### PDN straps and rails, run 1

Pins as bars on the die edge. Tap cells in grey.
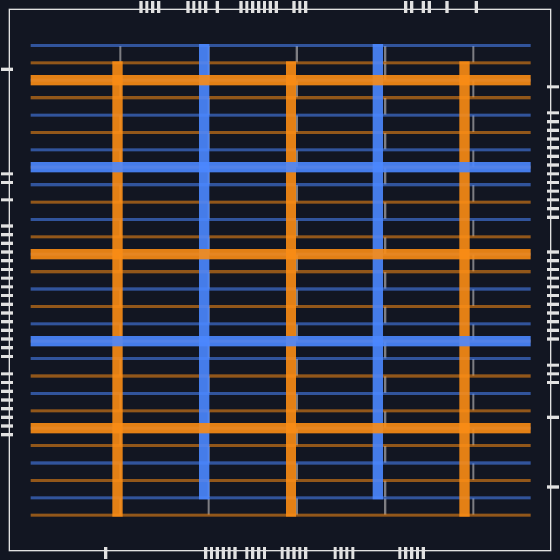
### Routed clock nets over the placement, run 1

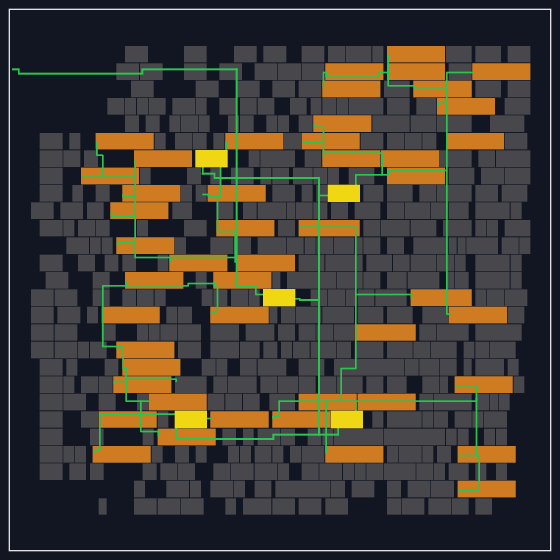
### Placement by cell class, run 1

The bar under the picture is 20 um long. Fill, decap, tap and diode cells in grey.
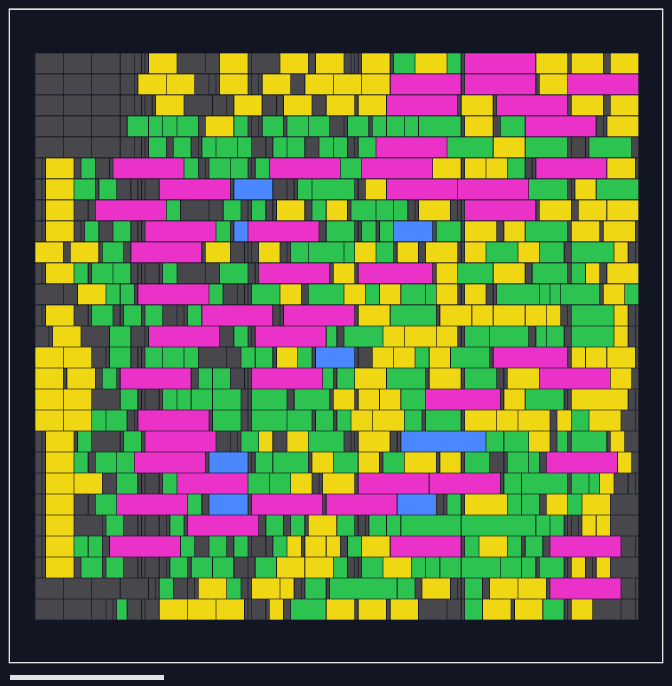
$ cat src/rtl/poly_job_scheduler.sv
// poly_job_scheduler
//   Round-robin front end that shares one polynomial datapath between two
//   requesters. A granted job's operands are loaded into the datapath, then
//   y = A*x^2 + B*x + C is sequenced on the shared ALU. The result is
//   returned tagged with the id of the requester that owns the job.
//   Optional feature macro: POLY_SCHED_JOBCNT_EN adds the jobs_done counter.
module poly_job_scheduler #(
   parameter int DW      = 8,
   parameter int RR_INIT = 0
) (
   input  logic            clk,
   input  logic            resetn,
   input  logic            req0,
   input  logic            req1,
   input  logic [4*DW-1:0] req0_data,
   input  logic [4*DW-1:0] req1_data,
   output logic            ack0,
   output logic            ack1,
   output logic            done,
   output logic [DW-1:0]   result,
   output logic            result_id,
   output logic            busy,
   output logic            ld_a,
   output logic            ld_b,
   output logic            ld_c,
   output logic            ld_x,
   output logic            ld_r,
   output logic            ld_alu_out,
   output logic [1:0]      alu_select_a,
   output logic [1:0]      alu_select_b,
   output logic            alu_op,
   output logic [DW-1:0]   data_in,
   input  logic [DW-1:0]   dp_result
`ifdef POLY_SCHED_JOBCNT_EN
   ,
   output logic [7:0]      jobs_done
`endif
);

   typedef enum logic [3:0] {
      S_IDLE = 4'd0,
      S_LD_A = 4'd1,
      S_LD_B = 4'd2,
      S_LD_C = 4'd3,
      S_LD_X = 4'd4,
      S_CYC0 = 4'd5,
      S_CYC1 = 4'd6,
      S_CYC2 = 4'd7,
      S_CYC3 = 4'd8,
      S_CYC4 = 4'd9,
      S_RESP = 4'd10
   } state_t;

   localparam logic RR_INIT_BIT = (RR_INIT != 0) ? 1'b1 : 1'b0;

   state_t            state_r;
   state_t            state_nxt_s;
   logic              prio_r;      // requester that wins a tie
   logic              owner_r;     // requester owning the job in flight
   logic [4*DW-1:0]   ops_r;       // {A,B,C,X} captured at grant
   logic [DW-1:0]     result_r;
   logic              result_id_r;
   logic              any_req_s;
   logic              win_s;
   logic              grant_s;

   // Arbitration: ack is suppressed while resetn is low so reset forces all outputs to 0.
   assign any_req_s = resetn & (req0 | req1);
   assign win_s     = (req0 & req1) ? prio_r : req1;
   assign grant_s   = (state_r == S_IDLE) & any_req_s;

   // Next-state and Moore control decode; ack is the only output that looks at the requests.
   always_comb begin
      state_nxt_s  = state_r;
      ack0         = 1'b0;
      ack1         = 1'b0;
      done         = 1'b0;
      busy         = 1'b1;
      ld_a         = 1'b0;
      ld_b         = 1'b0;
      ld_c         = 1'b0;
      ld_x         = 1'b0;
      ld_r         = 1'b0;
      ld_alu_out   = 1'b0;
      alu_select_a = 2'd0;
      alu_select_b = 2'd0;
      alu_op       = 1'b0;
      data_in      = {DW{1'b0}};
      case (state_r)
         S_IDLE: begin
            busy = 1'b0;
            if (grant_s) begin
               ack0        = ~win_s;
               ack1        = win_s;
               state_nxt_s = S_LD_A;
            end else begin
               state_nxt_s = S_IDLE;
            end
         end
         S_LD_A: begin
            ld_a        = 1'b1;
            data_in     = ops_r[4*DW-1:3*DW];
            state_nxt_s = S_LD_B;
         end
         S_LD_B: begin
            ld_b        = 1'b1;
            data_in     = ops_r[3*DW-1:2*DW];
            state_nxt_s = S_LD_C;
         end
         S_LD_C: begin
            ld_c        = 1'b1;
            data_in     = ops_r[2*DW-1:DW];
            state_nxt_s = S_LD_X;
         end
         S_LD_X: begin
            ld_x        = 1'b1;
            data_in     = ops_r[DW-1:0];
            state_nxt_s = S_CYC0;
         end
         S_CYC0, S_CYC1: begin
            // a <= a*x, twice, gives A*x^2
            ld_a         = 1'b1;
            ld_alu_out   = 1'b1;
            alu_select_a = 2'd0;
            alu_select_b = 2'd3;
            alu_op       = 1'b1;
            state_nxt_s  = (state_r == S_CYC0) ? S_CYC1 : S_CYC2;
         end
         S_CYC2: begin
            // b <= b*x
            ld_b         = 1'b1;
            ld_alu_out   = 1'b1;
            alu_select_a = 2'd1;
            alu_select_b = 2'd3;
            alu_op       = 1'b1;
            state_nxt_s  = S_CYC3;
         end
         S_CYC3: begin
            // a <= a+b
            ld_a         = 1'b1;
            ld_alu_out   = 1'b1;
            alu_select_a = 2'd0;
            alu_select_b = 2'd1;
            state_nxt_s  = S_CYC4;
         end
         S_CYC4: begin
            // r <= a+c (a is also overwritten, harmless)
            ld_r         = 1'b1;
            ld_a         = 1'b1;
            ld_alu_out   = 1'b1;
            alu_select_a = 2'd0;
            alu_select_b = 2'd2;
            state_nxt_s  = S_RESP;
         end
         S_RESP: begin
            done        = 1'b1;
            state_nxt_s = S_IDLE;
         end
         default: begin
            busy        = 1'b0;
            state_nxt_s = S_IDLE;
         end
      endcase
   end

   // Result bypass: the datapath value is visible in the same cycle done is high.
   always_comb begin
      result    = result_r;
      result_id = result_id_r;
      if (state_r == S_RESP) begin
         result    = dp_result;
         result_id = owner_r;
      end else begin
         result    = result_r;
         result_id = result_id_r;
      end
   end

   // State register, tie priority and operand capture at grant.
   always_ff @(posedge clk or negedge resetn) begin
      if (!resetn) begin
         state_r <= S_IDLE;
         prio_r  <= RR_INIT_BIT;
         owner_r <= 1'b0;
         ops_r   <= {(4*DW){1'b0}};
      end else begin
         state_r <= state_nxt_s;
         if (grant_s) begin
            prio_r  <= ~win_s;
            owner_r <= win_s;
            ops_r   <= win_s ? req1_data : req0_data;
         end else begin
            prio_r  <= prio_r;
            owner_r <= owner_r;
            ops_r   <= ops_r;
         end
      end
   end

   // Held copy of the last returned result and its requester id.
   always_ff @(posedge clk or negedge resetn) begin
      if (!resetn) begin
         result_r    <= {DW{1'b0}};
         result_id_r <= 1'b0;
      end else if (state_r == S_RESP) begin
         result_r    <= dp_result;
         result_id_r <= owner_r;
      end else begin
         result_r    <= result_r;
         result_id_r <= result_id_r;
      end
   end

`ifdef POLY_SCHED_JOBCNT_EN
   logic [7:0] jobs_cnt_r;

   // Completed-job counter, wraps naturally at 8 bits.
   always_ff @(posedge clk or negedge resetn) begin
      if (!resetn) begin
         jobs_cnt_r <= 8'd0;
      end else if (state_r == S_RESP) begin
         jobs_cnt_r <= jobs_cnt_r + 8'd1;
      end else begin
         jobs_cnt_r <= jobs_cnt_r;
      end
   end

   assign jobs_done = jobs_cnt_r;
`endif

endmodule
$ cat config.mk
export PLATFORM = sky130hd
export DESIGN_NAME = poly_job_scheduler
export DESIGN_NICKNAME = d
export VERILOG_FILES = /design/src/rtl/poly_job_scheduler.sv
export SDC_FILE = /design/constraint.sdc
export NUM_CORES = 1
export LEC_CHECK = 0
export CORE_MARGIN = 3
export CORE_UTILIZATION = 44
export CTS_CLUSTER_DIAMETER = 80
export DETAILED_ROUTE_END_ITERATION = 10
export PLACE_DENSITY_LB_ADDON = 0.12
export SYNTH_ARGS = -nofsm -noshare
export SYNTH_HDL_FRONTEND = slang
export SYNTH_SLANG_ARGS = --single-unit
$ cat constraint.sdc
create_clock -name clk -period 2.25 [get_ports clk]
set_clock_uncertainty 0.2 [all_clocks]
set_input_delay 0.5625 -clock clk [delete_from_list [all_inputs] [get_ports clk]]
set_output_delay 0.5625 -clock clk [all_outputs]
set_load 0.005 [all_outputs]
==> Changelog: implementation, run 1 <==
## Flow update

- P_leak: 1.88 nW
- Syn avg cell area: 9.05 sq um
- Ys Warns: 0
- Failing checks: setup timing
- RSZ-0062 raised after global routing: yes
- EDFF count, synth: 0
- Max Clk Rate: 386 MHz
- Crit path DRT: 1.49 ns
- Post-layout min period: 2.59 ns
- WS Path Type: register to output port
- Chip area: 7130 sq um
- Hold_ws: 0.237 ns
- Cell count after synthesis: 299
- Remaining global-route overflow: 0
- Iteration count of the initial detailed-routing pass: 6
- Initial DRC count: 272
- VDD IR max: 0.957 mV
- Ys flops: 47
- HP Class: primary input to asynchronous set/reset pin
- Fin nets: 513
- GRT Overall Usage: 28.3%
- Top cell area share: 43.5%
- Tool Warnings: 28
- Sink Count: 47
- Routed wire length per instance: 21.3 um
- H-tree depth: 2
- Slew @ Worst Pin: 0.594 ns
- Cell Type Count: 34
- Num CTS Buffers: 5
- GPL Wtd Cong: 0.900
- Initial antenna violation count: 0
- Final setup fails: 28
- MI comb area: 1620 sq um
- Global-route wire length before repair: 16100 um
- Share of flip-flops with an asynchronous set or reset: 100%
- Pwr Density: 1380 nW/um^2
- Routed vias: 3143
- Worst Setup End Kind: output port
- FP Util: 47.1%
- CP Data Arrival Time: 1.83 ns
- Slowest cell on crit path: dfrtp_2
- Crit path top cell by count: buf_6
- CP max stage delay: 0.47 ns
- IO Count: 108
- Antenna-violating nets left: 0
- DRC viols: 0
- Longest Clk Path Bufs: 2
- # Max-Cap Violations: 0
- Largest net degree at the start of global routing: 48
- Fin worst setup slack: -0.342 ns
- CTS tree: yes
- Fill cells: 383
- Final Slew Violations: 0
- Yosys cell count: 299
- Most common cell in the netlist: dfrtp_1
- Detailed Place HPWL: 6090 um
- Fin. Hold Viols: 0
- Ys flop type: dfrtp_1
- Dpl cell area: 3960 sq um
- Core box area: 5740 sq um
- Largest area contributor in the netlist: dfrtp_1
- Top area cell types: dfrtp_1 43%, o211ai_1 8.9%, a31oi_1 7.4%, a21oi_1 6.7%, o21ai_0 6.1%
- Worst setup SP type: register
- CP max FO: 6
- Mapped Nets: 375
- Clk Tree Root Cell: clkbuf_8
- N_diodes: 0
- Max_slew headroom: 60.4%
- Post-DR vias/cell: 6.16
- Seq/Total Area, Yosys: 43.5%
- Post-Syn Area: 2710 sq um
- Worst-path clk slew: 0.09 ns
- Outcome: finished, violations left
- Tcrit/Tclk final: 115%
- Yosys stat area: 2710 sq um
- PortBufs: 106
- Vias in the first global route: 3140
- Drt total wl: 10900 um
- Later-pin clock latency in the skew report: 0.31 ns
- Most frequent cells after synthesis: 47 x dfrtp_1, 36 x a21oi_1, 33 x o21ai_0
- CP cell instances: buf_6 -> nor2b_4 -> nor2b_4 -> buf_6 -> mux2_4 -> buf_6
- Sequential Area: 1180 sq um
- Area grow syn2layout: 68.4%
- Place WS: -0.595 ns
- Num rows: 27
- Layout cell share with drive strength beyond 1: 36.3%
- Die height: 84.4 um
- Die X: 84.4 um
## Picture notes: 'PDN straps and rails'
- VSS: orange
- VDD: blue
- met5 straps: 5
- tap cells: 72

## Picture notes: 'Routed clock nets over the placement'
- flip-flops: orange (count 47)
- clock wires: green (length 588 um)
- cells driving clock nets: yellow (count 5)
- flops lie: all over the die

## Picture notes: 'Placement by cell class'
- flops: magenta (cells 47)
- other buffers and delay cells: yellow (cells 169)
- clock drivers and dummy loads: blue (cells 8)
- all other logic: green (cells 214)
fin util: 79.3%
post-route cell area: 4560 sq um

[run 1: layer usage]
layer | vias to the layer above | part of all wire (%) | global-route usage [%] | routed length (um)
li1 | 1411 | - | - | -
met1 | 1513 | 38 | 33.6 | 4080
met2 | 178 | 51 | 48.3 | 5530
met3 | 41 | 7.2 | 7.16 | 776
met4 | 0 | 4.3 | 12.9 | 466
met5 | - | 0 | 0 | 0
[run 1: layout by cell type, fill, tap and decap left out, drive strengths merged, types with 3 or more instances in the layout]
cell type	synthesis	layout
dfrtp	47	47
mux2	11	11
nand2b	4	4
a21oi	36	36
buf	13	92
o22ai	8	8
nor2b	8	8
a31oi	32	32
o211ai	32	32
clkdlybuf4s50	0	73
or2	3	3
a22oi	7	7
inv	3	3
mux2i	5	5
o21ai	35	35
nand2	5	5
clkbuf	25	7
nor2	9	9
[run 1: report_power, final]
part / leakage (nW) / switching [mW] / internal [mW]
logic: 1.28 / 1.92 / 2.07
clock network: 0.0612 / 0.296 / 0.360
registers: 0.545 / 0.352 / 1.27
[run 1: cell type report]
cell class / count / share of cell area [%]
multi-input cells: 211 / 35.6
clock inverters: 2 / 0.769
flip-flops and latches: 47 / 25.9
well taps: 72 / 1.98
clock buffers: 6 / 1.81
inverters: 3 / 0.247
repair buffers: 169 / 33.7
[run 1: kinds of logic after synthesis]
group	Yosys count	share of synthesized area, %
AND-OR/OR-AND	156	35.0
flip-flops	47	43.5
buffers and inverters	41	6.75
AND/OR/NAND/NOR	37	7.91
multiplexers	16	6.43
XOR/XNOR	1	0.324
other	1	0.139
[run 1: through the flow]
| step | TNS, ns | power, mW | instances |
|---|---|---|---|
| finish | -6.56 | 6.27 | 510 |
| global route | -7.91 | 6.56 | 510 |
| CTS | -3.68 | 5.80 | 506 |
| detailed placement | -9.05 | 4.53 | 476 |
| global placement | -7.93 | 4.44 | 476 |
| floorplan | 0 | 2.97 | 299 |
[run 1: worst paths after layout]
check | startpoint | endpoint | slack (ns) | depth (start not counted)
max in group asynchronous | resetn | state_r[0] | 1.19 | 2
hold / removal | resetn | ops_r[30] | 0.24 | 2
setup reg to reg | state_r[2] | prio_r | 0.06 | 7
hold reg to reg | result_r[1] | result_r[1] | 0.31 | 1
setup / recovery | state_r[0] | result[3] | -0.34 | 6
min in group clk | result_r[1] | result_r[1] | 0.31 | 1
[run 1: flip-flops by register name (all words and copies together), names as in the netlist]
| register | cells |
|---|---|
| result_r | 8 |
| owner_r | 1 |
| state_r | 4 |
| ops_r | 32 |
| prio_r | 1 |
| result_id_r | 1 |
[run 1: critical path: cells and delay by family, from the launching register on]
kind / cells / cell delay (ns)
simple gates: 2 / 0.31
buf+inv: 3 / 0.42
flops: 1 / 0.47
mux: 1 / 0.33
[run 1: repair_timing]
item | CTS | global route
hold buffers | 0 | 0
gates resized | 197 | 19
cloned | 1 | 0
endpoints found under the hold margin | 0 | 0
setup buffers | 23 | 4
pin swaps | 14 | 10
endpoints found under the setup margin | 31 | 40
### Cell outlines without signal wires, run 1

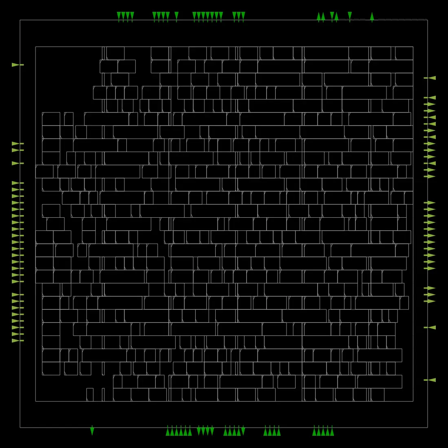

--- run 2 (diff from run 1) ---
CORE_UTILIZATION = 35   (was 44)
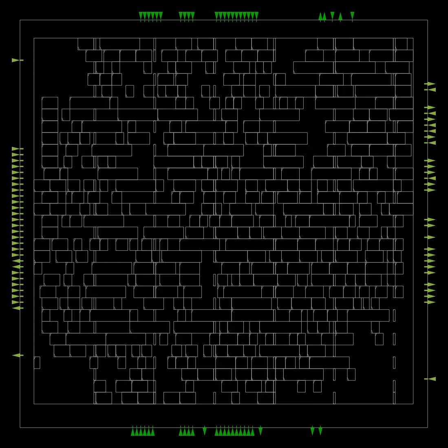
*Cell outlines without signal wires, run 2*
Fill cells: 637
fin util: 62.0%
flop share of the area: 25.8%
post-route insts no fill: 532

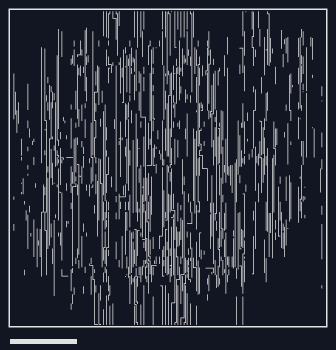
*Met2 routing, run 2*
The bar under the picture is 20 um long.
- share of all routed wire: 50%
- longest straight run: 37.4 um
- main direction: vertical
drt total wl: 9400 um
met2 Use GR: 34.8%

==> run 2 against run 1 <==
Against the previous run: the flow still finishes with violations (setup timing); critical path depth is the same; setup slack better by 0.099 ns; final area up 0.30%; first-iteration DRC count down 56%; die size is 24% higher; flip-flop count is the same; highest routed layer is now met5.
==> Changelog: implementation, run 2 <==
## Flow update

- Pwr Density: 1320 nW/um^2 (-4.0%)
- Post-Syn Area: 2710 sq um (unchanged)
- Crit path DRT: 1.49 ns (about the same)
- Slowest cell on crit path: dfrtp_2
- Most common cell in the netlist: dfrtp_1
- Antenna-violating nets left: 0 (unchanged)
- Top area cell types: dfrtp_1 43%, o211ai_1 8.9%, a31oi_1 7.4%, a21oi_1 6.7%, o21ai_0 6.1%
- Yosys cell count: 299 (unchanged)
- Max reg flops: 32 (unchanged)
- Detailed Place HPWL: 6250 um (+2.6%)
- Remaining global-route overflow: 0 (unchanged)
- GPL Wtd Cong: 0.821 (-8.8%)
- Tcrit/Tclk final: 111% (-4.4 points)
- Sink Count: 47 (unchanged)
- Top Registers: ops_r x32, result_r x8, state_r x4
- Ys Warns: 0 (unchanged)
- Final setup fails: 23 (-18%)
- Num CTS Buffers: 5 (unchanged)
- HP Class: primary input to asynchronous set/reset pin
- Largest net degree at the start of global routing: 48 (unchanged)
- Max Clk Rate: 401 MHz (+4.0%)
- Ys flop type: dfrtp_1
- RSZ-0062 raised after global routing: yes
- PortBufs: 106 (unchanged)
- CTS tree: yes
- Core box area: 7370 sq um (+28%)
- Longest Clk Path Bufs: 2 (unchanged)
- Vias in the first global route: 2958 (-5.8%)
- Outcome: finished, violations left
- Iteration count of the initial detailed-routing pass: 4 (-2)
- N_diodes: 0 (unchanged)
- Post-DR vias/cell: 5.49 (-11%)
- EDFF count, synth: 0 (unchanged)
- Syn avg cell area: 9.05 sq um (unchanged)
- Crit path top cell by count: buf_6
- Initial DRC count: 120 (-56%)
- Top cell area share: 43.5% (unchanged)
- VDD IR max: 0.489 mV (-49%)
- Cell Type Count: 34 (unchanged)
- Most flops, register: ops_r
- Slew @ Worst Pin: 0.608 ns (+0.0143 ns)
- Layout cell share with drive strength beyond 1: 36.5% (+0.19 points)
- Post-layout min period: 2.49 ns (-0.0990 ns)
- Global-route wire length before repair: 15000 um (-6.9%)
- Largest area contributor in the netlist: dfrtp_1
- DRC viols: 0 (unchanged)
- Num rows: 31 (+15%)
- Cell count after synthesis: 299 (unchanged)
- Die height: 93.9 um (+11%)
- Worst setup SP type: register
- Ys flops: 47 (unchanged)
- FP Util: 36.7% (-10 points)
- Clk Tree Root Cell: clkbuf_8
- WS Path Type: register to output port
- Later-pin clock latency in the skew report: 0.29 ns (-0.02 ns)
- Routed wire length per instance: 17.7 um (-17%)
- Area grow syn2layout: 68.9%
- H-tree depth: 2 (unchanged)
- Yosys stat area: 2710 sq um (unchanged)
- Die X: 93.9 um (+11%)
- Mapped Nets: 375 (unchanged)
- Max_slew headroom: 59.4% (-0.95 points)
- Chip area: 8820 sq um (+24%)
- Seq/Total Area, Yosys: 43.5% (unchanged)
- Fin nets: 508 (-0.97%)
- GRT Overall Usage: 21.6% (-6.7 points)
- Fin worst setup slack: -0.243 ns (+0.0990 ns)
- Post-Place Cells: 502 (+5.5%)
- CP Data Arrival Time: 1.73 ns (-0.10 ns)
- Share of flip-flops with an asynchronous set or reset: 100% (unchanged)
- Failing checks: setup timing
- Worst Setup End Kind: output port
- # Max-Cap Violations: 0 (unchanged)
- Top Layout Cells: 73 x clkdlybuf4s50_1, 45 x dfrtp_1, 35 x buf_6
- Routed vias: 2921 (-7.1%)
- P_leak: 1.86 nW (-1.6%)
- CP cell instances: buf_6 -> buf_6 -> nor4_4 -> and2_4 -> nor2b_1 -> buf_2
- Top cell excl fill/tap: clkdlybuf4s50_1
- CP max FO: 4 (-2)
- Final Slew Violations: 0 (unchanged)
- IO Count: 108 (unchanged)
- Initial antenna violation count: 1 (+1)
- Most frequent cells after synthesis: 47 x dfrtp_1, 36 x a21oi_1, 33 x o21ai_0
- Worst-path clk slew: 0.09 ns (about the same)
- CP max stage delay: 0.45 ns (-0.02 ns)
- Tool Warnings: 28 (unchanged)
- Fin. Hold Viols: 0 (unchanged)
run 2: cell counts after synthesis:
Identical to the previous run, type by type.
run 2: worst paths after layout:
kind / cells after the start / slack, ns / start / to
min in group clk: 1 / 0.31 / result_r[3] / result_r[3]
hold / removal: 2 / 0.22 / resetn / state_r[3]
setup / recovery: 6 / -0.24 / state_r[0] / ack0
setup reg to reg: 6 / 0.04 / state_r[0] / owner_r
max in group asynchronous: 2 / 1.19 / resetn / state_r[0]
hold reg to reg: 1 / 0.31 / result_r[3] / result_r[3]
run 2: power by group:
part           internal, mW  switching, mW
clock                 0.360          0.289
combinational          2.05           1.74
sequential             1.27          0.330
run 2: repair_timing:
action / 4_1_cts / 5_1_grt
pin swaps: 20 / 15
hold buffers: 0 / 0
gates cloned: 1 / 0
setup endpoints to repair: 31 / 32
resized: 194 / 39
setup buffers: 17 / 11
hold endpoints to repair: 0 / 0
run 2: critical path: cells and delay by family (launching register included):
family / cells / cell delay, ns
buf+inv: 3 / 0.37
flops: 1 / 0.45
simple gates: 3 / 0.61
run 2: kinds of logic after synthesis:
group           after synthesis  synth area share [%]
other cells                   1                 0.139
simple gates                 37                  7.91
flops                        47                  43.5
mux                          16                  6.43
buf+inv                      41                  6.75
compound gates              156                  35.0
xor+xnor                      1                 0.324
run 2: final cells by class:
cell class	count	area (sq um)
clock buffers	6	82.6
well taps	99	124
flip-flops and latches	47	1180
multi-input cells	211	1650
repair buffers	164	1490
inverters	3	11.3
clock inverters	2	35.0
fillers	637	2800
run 2: metrics by stage:
step | setup WS (ns) | TNS (ns) | power, mW | hold slack [ns] | cell area, sq um
3_3_place_gp | -0.605 | -8.34 | 4.48 | 0.278 | 3990
4_1_cts | -0.295 | -5.46 | 5.74 | 0.249 | 4440
3_5_place_dp | -0.628 | -9.06 | 4.52 | 0.285 | 3990
5_1_grt | -0.310 | -6.06 | 6.47 | 0.275 | 4570
2_1_floorplan | 0.0378 | 0 | 2.97 | 0.0669 | 2710
6_report | -0.243 | -4.28 | 6.04 | 0.225 | 4570
run 2: routing by layer:
metal  wire (um)  track usage, %  share of wire (%)  vias up
met4         135            6.38                1.4        2
met3         518            5.13                5.5       12
met1        4080            28.7                 43     1406
met2        4660            34.8                 50       97
li1            -               -                  -     1404
met5          13               0               0.14        -
### Placement by cell class, run 2

The bar under the picture is 20 um long. Fill, decap, tap and diode cells in grey.
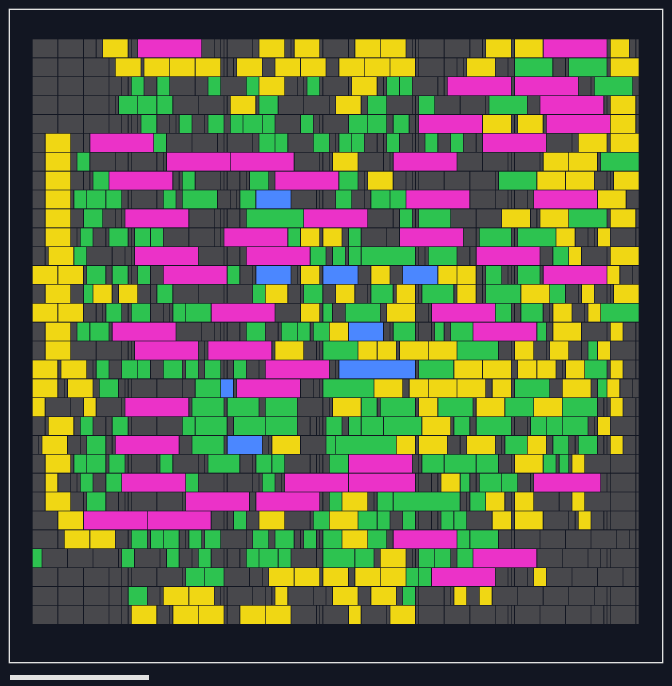

--- run 3 (diff from run 2) ---
CAP_MARGIN = 20   (was default)
GPL_TIMING_DRIVEN = 0   (was default)
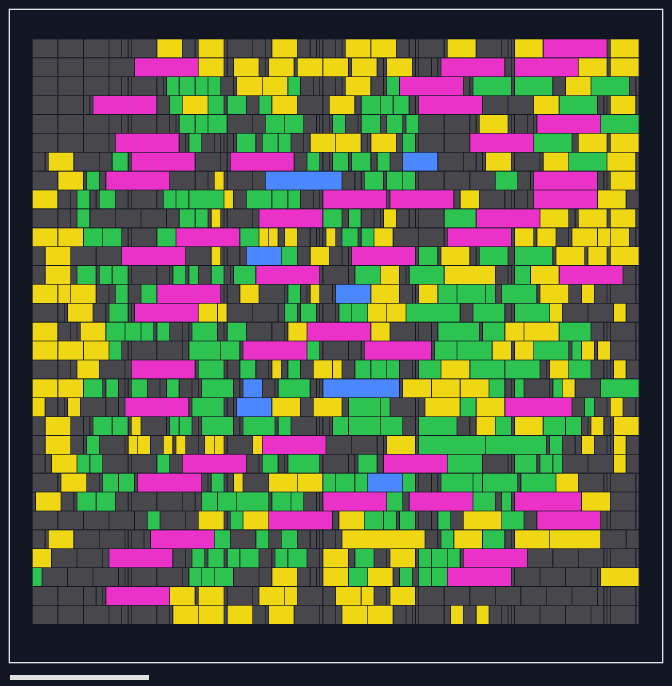
*Placement by cell class, run 3*
The bar under the picture is 20 um long. Fill, decap, tap and diode cells in grey.
- flops: magenta (cells 47)
- clock drivers and dummy loads: blue (cells 8)
- other buffers and delay cells: yellow (cells 177)
- all other logic: green (cells 214)
fin util: 63.3%
post-route cell area: 4660 sq um
flop share of the area: 25.3%
num rows: 31
core box area: 7370 sq um

==> run 3 against run 2 <==
Against the previous run: the flow still finishes with violations (setup timing); maximum frequency decreased by 2.6%; combinational power decreased by 2%; via count increased by 3.3%; count of clock-buffer cells in the layout decreased by 1; largest cell class unchanged; setup slack got worse by 0.066 ns; global-route usage increased by 1.3 points; synthesized area unchanged; utilization increased by 1.3 points; first-iteration DRC count increased by 72%; power increased by 0.73%; sequential share of layout area decreased by 0.49 points; synthesized cell count unchanged.
==> Changelog: implementation, run 3 <==
## Flow update

- Longest Clk Path Bufs: 2 (unchanged)
- RR Endpoint: ops_r[13]
- EDFF count, synth: 0 (unchanged)
- Seq/Total Area, Yosys: 43.5% (unchanged)
- GPL Wtd Cong: 0.825 (+0.55%)
- RSZ-0062 raised after global routing: yes
- Routed vias: 3017 (+3.3%)
- P_leak: 1.90 nW (+2.4%)
- Later-pin clock latency in the skew report: 0.31 ns (+0.02 ns)
- Clk Tree Root Cell: clkbuf_8
- Sequential power share: 26.5% (about the same)
- Top Layout Cells: 72 x clkdlybuf4s50_1, 44 x dfrtp_1, 34 x a21oi_1
- Largest net degree at the start of global routing: 17 (-65%)
- Top area cell types: dfrtp_1 43%, o211ai_1 8.9%, a31oi_1 7.4%, a21oi_1 6.7%, o21ai_0 6.1%
- Place WS: -1.05 ns (-0.422 ns)
- Top cell area share: 43.5% (unchanged)
- Ys flops: 47 (unchanged)
- Routed wire length per instance: 18.6 um (+5.5%)
- Syn avg cell area: 9.05 sq um (unchanged)
- IO Count: 108 (unchanged)
- Fill cells: 602 (-5.5%)
- CP Data Arrival Time: 1.80 ns (+0.07 ns)
- DRC viols: 0 (unchanged)
- Drt total wl: 10200 um (+8.0%)
- VDD IR max: 0.513 mV (+4.9%)
- PortBufs: 105 (-0.94%)
- Post-DR vias/cell: 5.54 (+0.82%)
- Initial DRC count: 206 (+72%)
- Num CTS Buffers: 5 (unchanged)
- CP max FO: 6 (+2)
- Top cell excl fill/tap: clkdlybuf4s50_1
- Global-route wire length before repair: 15800 um (+5.1%)
- Gate power share: 61.1% (-1.6 points)
- FP Util: 36.7% (unchanged)
- Failing checks: setup timing
- Cell count after synthesis: 299 (unchanged)
- Chip area: 8820 sq um (unchanged)
- Ys Warns: 0 (unchanged)
- Worst Setup End Kind: output port
- Max Clk Rate: 391 MHz (-2.6%)
- Post-Syn Area: 2710 sq um (unchanged)
- Post-Place Cells: 504 (+0.40%)
- Detailed Place HPWL: 6810 um (+9.0%)
- Share of flip-flops with an asynchronous set or reset: 100% (unchanged)
- Tcrit/Tclk final: 114% (+2.9 points)
- Most frequent cells after synthesis: 47 x dfrtp_1, 36 x a21oi_1, 33 x o21ai_0
- Die X: 93.9 um (unchanged)
- Mapped Nets: 375 (unchanged)
- R2r worst-path depth: 8 (+2)
- Most flops, register: ops_r
- Ys flop type: dfrtp_1
- Final Slew Violations: 0 (unchanged)
- Fin nets: 521 (+2.6%)
- Final setup fails: 22 (-4.3%)
- Iteration count of the initial detailed-routing pass: 4 (unchanged)
- Post-route insts no fill: 545 (+2.4%)
- # Max-Cap Violations: 0 (unchanged)
- Max_slew headroom: 50.8% (-8.6 points)
- Area grow syn2layout: 72.3%
- Worst setup SP type: register
- Fin worst setup slack: -0.309 ns (-0.0660 ns)
- H-tree depth: 2 (unchanged)
- Antenna-violating nets left: 0 (unchanged)
- WS Path Type: register to output port
- Dpl cell area: 3900 sq um (-2.2%)
- GRT Overall Usage: 22.9% (+1.3 points)
- Switching pwr: 2.41 mW (+2.1%)
- Sink Count: 47 (unchanged)
- Pwr Density: 1300 nW/um^2 (-1.3%)
- Layout cell share with drive strength beyond 1: 33.6% (-2.9 points)
- Hold_ws: 0.0754 ns (-0.149 ns)
- Vias in the first global route: 3071 (+3.8%)
- Yosys cell count: 299 (unchanged)
- Outcome: finished, violations left
- Clk pwr share: 12.4% (+1.6 points)
- Tool Warnings: 28 (unchanged)
- Die height: 93.9 um (unchanged)
- Worst R2R Setup Slack: 0.13 ns (+0.09 ns)
- HP Class: primary input to asynchronous set/reset pin
- Yosys stat area: 2710 sq um (unchanged)
- Setup_tns: -5.37 ns (-1.09 ns)
- Post-layout min period: 2.56 ns (+0.0660 ns)
- Worst-path clk slew: 0.10 ns (about the same)
- Initial antenna violation count: 0 (-1)
- Switching power share of the total: 39.6% (+0.52 points)
- N_diodes: 0 (unchanged)
- Cell Type Count: 34 (unchanged)
- Max reg flops: 32 (unchanged)
- Most common cell in the netlist: dfrtp_1
- Crit path DRT: 1.49 ns (about the same)
- Remaining global-route overflow: 0 (unchanged)
- Fin. Hold Viols: 0 (unchanged)
- Largest area contributor in the netlist: dfrtp_1
- Int Pwr: 3.68 mW (-0.13%)
- Top Registers: ops_r x32, result_r x8, state_r x4
- Slew @ Worst Pin: 0.736 ns (+0.127 ns)
- CTS tree: yes
- Reg2reg start: state_r[0]
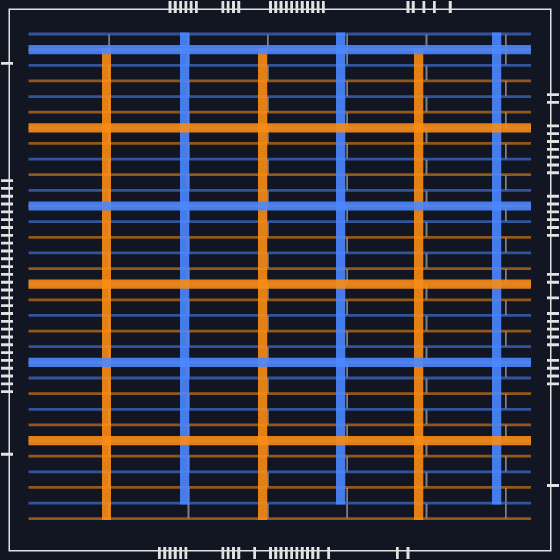
*PDN straps and rails, run 3*
Pins as bars on the die edge. Tap cells in grey.
- VDD: blue
- VSS: orange
- tap cells: 99
- met5 straps: 6
- rows: 31
- met4 straps: 6
- signal pins: 108

-- run 3: cell type report --
type                            instances  area (sq um)  share of cell area [%]
Timing Repair Buffer                  143          1370                    29.3
Multi-Input combinational cell        211          1630                    35.0
Buffer                                 34           214                    4.59
Clock buffer                            5          68.8                    1.48
Inverter                                3          11.3                   0.241
Clock inverter                          3          67.6                    1.45
Sequential cell                        47          1180                    25.3
Tap cell                               99           124                    2.66
-- run 3: cells by family after synthesis --
group / count (synthesis) / share of synthesized area, %
buffers and inverters: 41 / 6.75
AND-OR/OR-AND: 156 / 35.0
XOR/XNOR: 1 / 0.324
flip-flops: 47 / 43.5
multiplexers: 16 / 6.43
other: 1 / 0.139
AND/OR/NAND/NOR: 37 / 7.91
-- run 3: power groups by stage --
stage / Combinational, mW / Sequential [mW] / Clock [mW]
after detailed placement: 2.75 / 1.53 / 0
after global placement: 2.70 / 1.53 / 0
after global routing: 4.01 / 1.64 / 0.802
after CTS: 3.41 / 1.57 / 0.762
after floorplan: 1.55 / 1.43 / 0
final: 3.72 / 1.61 / 0.756
-- run 3: routing by layer --
layer	global-route usage [%]	wire (um)	vias to the layer above
met4	6.26	109	0
met2	40.4	5190	106
met1	28.8	4380	1477
met3	3.85	486	11
li1	-	-	1423
met5	0	0	-
-- run 3: worst max path at each step --
stage | depth (start not counted) | endpoint | start
after CTS | 6 | ack0 | state_r[2]
final | 6 | data_in[7] | state_r[0]
after floorplan | 5 | result[0] | state_r[0]
after detailed placement | 8 | ack0 | resetn
after global routing | 6 | data_in[7] | state_r[2]
after global placement | 7 | ack0 | resetn
-- run 3: timing repair --
item,4_1_cts,5_1_grt
pin swaps,20,17
buffers inserted,29,7
cloned,2,0
hold buffers,1,0
hold endpoints to repair,16,0
setup endpoints to repair,31,28
gates resized,209,31
-- run 3: stage by stage --
step / util [%] / power (mW)
floorplan: - / 2.97
global placement: 52.7 / 4.23
detailed placement: 52.9 / 4.28
CTS: 61.7 / 5.75
global route: 63.3 / 6.45
finish: 63.3 / 6.08
-- run 3: worst max-delay path, stage by stage (launching register included) --
cell     delay, ns
dfrtp_2       0.49
buf_4         0.18
nor2b_4       0.26
buf_6         0.14
a22oi_2       0.07
o22ai_2       0.20
buf_2         0.14
Power is estimated from default activity; no workload was simulated.
